$ cat config.mk
export PLATFORM = sky130hd
export DESIGN_NAME = cam_frame_writer_flat
export DESIGN_NICKNAME = d
export VERILOG_FILES = /design/src/rtl/cam_frame_writer_if.sv /design/src/rtl/cam_frame_writer.sv /design/src/flat_wrapper.sv
export SDC_FILE = /design/constraint.sdc
export NUM_CORES = 1
export LEC_CHECK = 0
export ABC_AREA = 1
export CAP_MARGIN = 10
export CORE_MARGIN = 2
export CORE_UTILIZATION = 51
export DETAILED_ROUTE_END_ITERATION = 8
export GPL_ROUTABILITY_DRIVEN = 1
export HOLD_SLACK_MARGIN = 0.1
export PLACE_DENSITY = 0.79
export SLEW_MARGIN = 10
export SYNTH_ARGS = -nofsm -noshare
export SYNTH_HDL_FRONTEND = slang
export SYNTH_SLANG_ARGS = --single-unit
export TNS_END_PERCENT = 50
$ cat constraint.sdc
create_clock -name clk -period 2.4 [get_ports clk]
set_input_delay 0.48 -clock clk [delete_from_list [all_inputs] [get_ports clk]]
set_output_delay 0.48 -clock clk [all_outputs]
set_load 0.01 [all_outputs]
$ cat src/rtl/cam_frame_writer_if.sv
// rtl/cam_frame_writer_if.sv - frame buffer write port between capture stage and buffer
// Purpose: bundles the buffer write strobe, address and pixel data.
// Ports (signals):
//   w_en   - one-cycle write strobe per captured pixel
//   w_addr - linear buffer address, ADDR_W bits
//   w_data - 16-bit pixel value
// Modports: master (capture stage drives), slave (frame buffer receives).
interface cam_frame_writer_if #(
  parameter int ADDR_W = 16
);
  logic              w_en;
  logic [ADDR_W-1:0] w_addr;
  logic [15:0]       w_data;

  modport master (output w_en, output w_addr, output w_data);
  modport slave  (input  w_en, input  w_addr, input  w_data);
endinterface

$ cat src/rtl/cam_frame_writer.sv
// rtl/cam_frame_writer.sv - OV7670 capture stage: byte pairing, x/y tracking, window crop, buffer writes
// Purpose: assembles RGB565 pixels from the camera byte stream, crops a
// WIN_W x WIN_H window at (X_OFF, Y_OFF) and writes it linearly into the
// frame buffer; reports frame ends and honours a per-frame freeze.
// Optional feature: define CAPTURE_GRAY_EN to write 8-bit luma instead of
// RGB565 (one extra pipeline stage on the write port).
// Ports:
//   clk, rst       - PCLK and asynchronous active-high reset
//   vsync, href    - camera frame / line sync
//   data           - camera D7..D0
//   freeze         - sampled at frame start; suppresses writes for that frame
//   wr             - buffer write port (w_en, w_addr, w_data)
//   frame_done     - one-cycle pulse at the end of a captured frame
//   frame_written  - last completed frame was written (not frozen)
//   pix_x, pix_y   - current camera column / line
//   err_odd        - sticky: a line ended on an odd byte count
module cam_frame_writer #(
  parameter int WIN_W  = 256,
  parameter int WIN_H  = 256,
  parameter int X_OFF  = 0,
  parameter int Y_OFF  = 0,
  parameter int ADDR_W = 16
) (
  input  logic                clk,
  input  logic                rst,
  input  logic                vsync,
  input  logic                href,
  input  logic [7:0]          data,
  input  logic                freeze,
  cam_frame_writer_if.master  wr,
  output logic                frame_done,
  output logic                frame_written,
  output logic [9:0]          pix_x,
  output logic [8:0]          pix_y,
  output logic                err_odd
);

  localparam int SHIFT = $clog2(WIN_W);

  typedef enum logic [1:0] {SYNC, VBLANK, ACTIVE} state_t;

  state_t            state, state_next;
  logic              vsync_q, href_q;
  logic              phase, skip;
  logic [7:0]        hi_byte;
  logic              vs_rise, vs_fall, href_fall;
  logic              pix_strobe, in_win, wr_fire;
  logic [15:0]       pixel;
  logic [ADDR_W-1:0] addr_calc;

  always_ff @(posedge clk or posedge rst) begin
    if (rst) state <= SYNC;
    else     state <= state_next;
  end

  always_comb begin
    state_next = state;
    vs_rise    = vsync & ~vsync_q;
    vs_fall    = ~vsync & vsync_q;
    href_fall  = ~href & href_q;
    pix_strobe = 1'b0;
    case (state)
      SYNC:    if (vsync) state_next = VBLANK;
      VBLANK:  if (vs_fall) state_next = ACTIVE;
      ACTIVE: begin
        // A rising vsync abandons any byte sampled in the same cycle.
        if (vs_rise) state_next = VBLANK;
        else         pix_strobe = href & phase;
      end
      default: state_next = SYNC;
    endcase
  end

  always_comb begin
    in_win = ({22'd0, pix_x} >= 32'(X_OFF)) && ({22'd0, pix_x} < 32'(X_OFF + WIN_W)) &&
             ({23'd0, pix_y} >= 32'(Y_OFF)) && ({23'd0, pix_y} < 32'(Y_OFF + WIN_H));
    addr_calc = ADDR_W'((({23'd0, pix_y} - 32'(Y_OFF)) << SHIFT) + ({22'd0, pix_x} - 32'(X_OFF)));
    pixel     = {hi_byte, data};
    wr_fire   = pix_strobe & in_win & ~skip;
  end

  always_ff @(posedge clk or posedge rst) begin
    if (rst) begin
      vsync_q       <= 1'b0;
      href_q        <= 1'b0;
      phase         <= 1'b0;
      skip          <= 1'b0;
      hi_byte       <= 8'd0;
      pix_x         <= 10'd0;
      pix_y         <= 9'd0;
      frame_done    <= 1'b0;
      frame_written <= 1'b0;
      err_odd       <= 1'b0;
    end else begin
      vsync_q    <= vsync;
      href_q     <= href;
      frame_done <= 1'b0;
      case (state)
        VBLANK: begin
          if (vs_fall) begin
            pix_x <= 10'd0;
            pix_y <= 9'd0;
            skip  <= freeze;
            phase <= 1'b0;
          end
        end
        ACTIVE: begin
          if (vs_rise) begin
            frame_done    <= 1'b1;
            frame_written <= ~skip;
            phase         <= 1'b0;
          end else if (href) begin
            phase <= ~phase;
            if (!phase) hi_byte <= data;
            else if (pix_x != 10'h3FF) pix_x <= pix_x + 10'd1;
          end else if (href_fall) begin
            pix_x <= 10'd0;
            if (pix_y != 9'h1FF) pix_y <= pix_y + 9'd1;
            // Dangling high byte: drop it so the next line stays pixel-aligned.
            if (phase) begin
              err_odd <= 1'b1;
              phase   <= 1'b0;
            end
          end
        end
        default: ;
      endcase
    end
  end

`ifdef CAPTURE_GRAY_EN
  logic              s1_en;
  logic [ADDR_W-1:0] s1_addr;
  logic [15:0]       s1_pix;
  logic [15:0]       luma_sum;

  // Weights sum to 256, so the top byte of the weighted sum is the luma.
  always_comb begin
    luma_sum = 16'd77  * {8'd0, s1_pix[15:11], 3'b000} +
               16'd150 * {8'd0, s1_pix[10:5],  2'b00}  +
               16'd29  * {8'd0, s1_pix[4:0],   3'b000};
  end

  always_ff @(posedge clk or posedge rst) begin
    if (rst) begin
      s1_en     <= 1'b0;
      s1_addr   <= '0;
      s1_pix    <= 16'd0;
      wr.w_en   <= 1'b0;
      wr.w_addr <= '0;
      wr.w_data <= 16'd0;
    end else begin
      s1_en   <= wr_fire;
      wr.w_en <= s1_en;
      if (wr_fire) begin
        s1_addr <= addr_calc;
        s1_pix  <= pixel;
      end
      if (s1_en) begin
        wr.w_addr <= s1_addr;
        wr.w_data <= {8'h00, 8'(luma_sum >> 8)};
      end
    end
  end
`else
  always_ff @(posedge clk or posedge rst) begin
    if (rst) begin
      wr.w_en   <= 1'b0;
      wr.w_addr <= '0;
      wr.w_data <= 16'd0;
    end else begin
      wr.w_en <= wr_fire;
      if (wr_fire) begin
        wr.w_addr <= addr_calc;
        wr.w_data <= pixel;
      end
    end
  end
`endif

endmodule

$ cat src/flat_wrapper.sv
// flat-port wrapper written by rule: the top's interface ports become plain ports
module cam_frame_writer_flat 
#(
  parameter int WIN_W  = 256,
  parameter int WIN_H  = 256,
  parameter int X_OFF  = 0,
  parameter int Y_OFF  = 0,
  parameter int ADDR_W = 16
)
  (clk, rst, vsync, href, data, freeze, frame_done, frame_written, pix_x, pix_y, err_odd, wr_w_en, wr_w_addr, wr_w_data);
  cam_frame_writer_if #(.ADDR_W(ADDR_W)) wr_i ();
  input  logic clk;
  input  logic rst;
  input  logic vsync;
  input  logic href;
  input  logic [7:0] data;
  input  logic freeze;
  output logic frame_done;
  output logic frame_written;
  output logic [9:0] pix_x;
  output logic [8:0] pix_y;
  output logic err_odd;
  output wire logic [$bits(wr_i.w_en)-1:0] wr_w_en;
  output wire logic [$bits(wr_i.w_addr)-1:0] wr_w_addr;
  output wire logic [$bits(wr_i.w_data)-1:0] wr_w_data;
  assign wr_w_en = wr_i.w_en;
  assign wr_w_addr = wr_i.w_addr;
  assign wr_w_data = wr_i.w_data;
  cam_frame_writer #(.WIN_W(WIN_W), .WIN_H(WIN_H), .X_OFF(X_OFF), .Y_OFF(Y_OFF), .ADDR_W(ADDR_W)) u_core (.clk(clk), .rst(rst), .vsync(vsync), .href(href), .data(data), .freeze(freeze), .wr(wr_i), .frame_done(frame_done), .frame_written(frame_written), .pix_x(pix_x), .pix_y(pix_y), .err_odd(err_odd));
endmodule
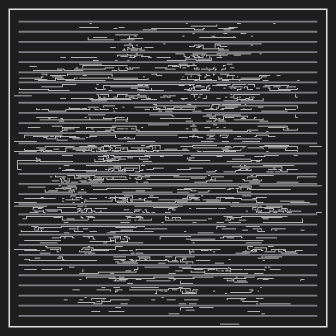
(met1 routing)
Supply wires on this layer in grey.
main direction	horizontal
wire length on this layer	3,160 µm
share of all routed wire	44%

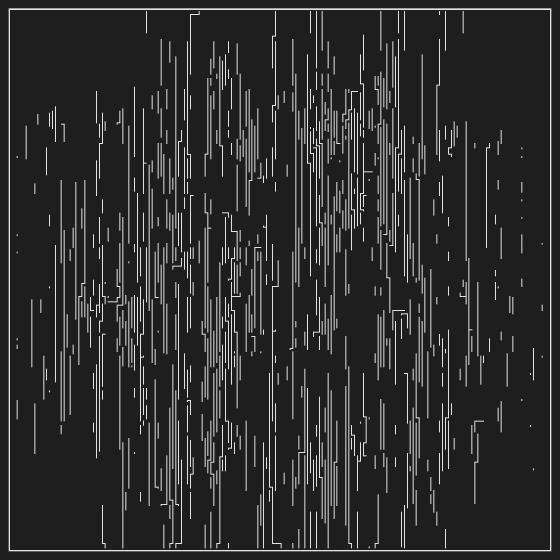
(metal 2)
longest straight run	32.6 µm
main direction	vertical

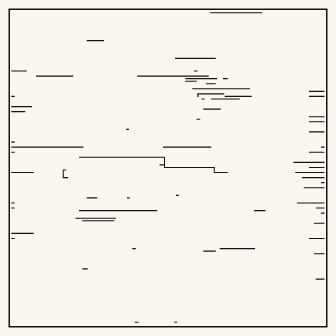
(signal wires on met3)
nets with wire on the layer	54
share of all routed wire	5.0%
wire length on this layer	360 µm
longest straight run	22.8 µm

==> out/summary.txt <==
Biggest Area Class - flip-flops and latches
final instance area - 0.00424 mm²
Worst setup endpoint - u_core.pix_y[4]
Max rail drop VDD - 0.000447 V
Placed Cells - 519
global routing's busiest layer - met2
# diodes - 0
met1 usage - 0.288
Worst Path Arrival - 2.27 ns
Pwr Total - 2.87 mW
min cycle time layout - 2.04 ns
grt met3 use - 0.0452
most used flip-flop cell - dfrtp_1
status - finished clean
Signal buffers - 73
Comb/total area - 0.310
fraction of layout cells with a size suffix above 1 - 0.114
Cells after Synth - 387
Crit. End Element - register
Seq power - 1.41 mW
clock skew - 0.00351 ns
adder-cell share of the synthesized area - 0.0249
CTS root buf - clkbuf_8
largest net degree at the start of global routing - 44
Power Dens Cells - 676 mW/mm²
met3 WL post-DR - 359 µm
metal2 WL - 3510 µm
largest area contributor in the netlist - dfrtp_1
Setup CP Type - reg2reg
clock buffer depth - 2
DRC violations left - 0
Mapped Area - 0.00332 mm²
top cells by count, synth - nand2_1, dfrtp_1, inv_1, o21ai_1, nor2_1
TritonRoute pass-1 iters - 4
Main logic family - simple AND/OR/NAND/NOR gates
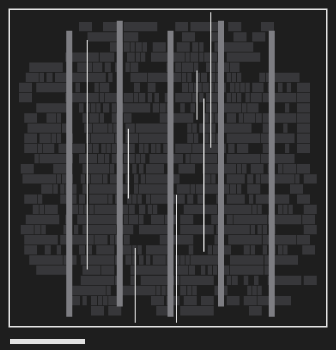
(met4 routing)
The bar under the picture is 20 µm long. Supply wires on this layer in grey.
wire length on this layer	223 µm
nets with wire on the layer	6

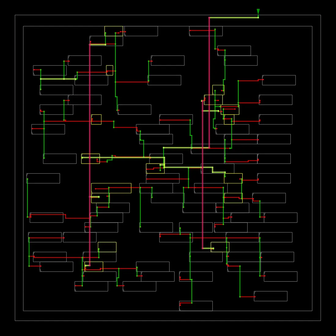
(clock routing)
clkbuf count: 11
clk latency late pin: 0.35 ns
clock group power: 0.991 mW
clock sink count: 69
total CTS buffers: 9

worst min-delay path by stage:
stage | startpoint | to | slack [ns] | depth (start not counted)
finish | rst | u_core.wr.w_data[13] | 0.39 | 2
global route | rst | u_core.wr.w_data[7] | 0.43 | 2
CTS | rst | u_core.hi_byte[5] | 0.39 | 2
detailed placement | u_core.hi_byte[2] | u_core.wr.w_data[10] | 0.46 | 2
global placement | u_core.hi_byte[4] | u_core.wr.w_data[12] | 0.45 | 2
floorplan | u_core.skip | u_core.frame_written | 0.42 | 1
worst max-delay path, stage by stage (launching register included):
cell      delay [ns]
dfrtp_1         0.46
ha_1            0.24
inv_1           0.08
nor4_1          0.31
ha_1            0.21
nand3b_1        0.10
nand2_1         0.11
nand2_2         0.17
inv_2           0.09
nand2_1         0.08
o21ai_1         0.06
Power is estimated from default activity; no workload was simulated.
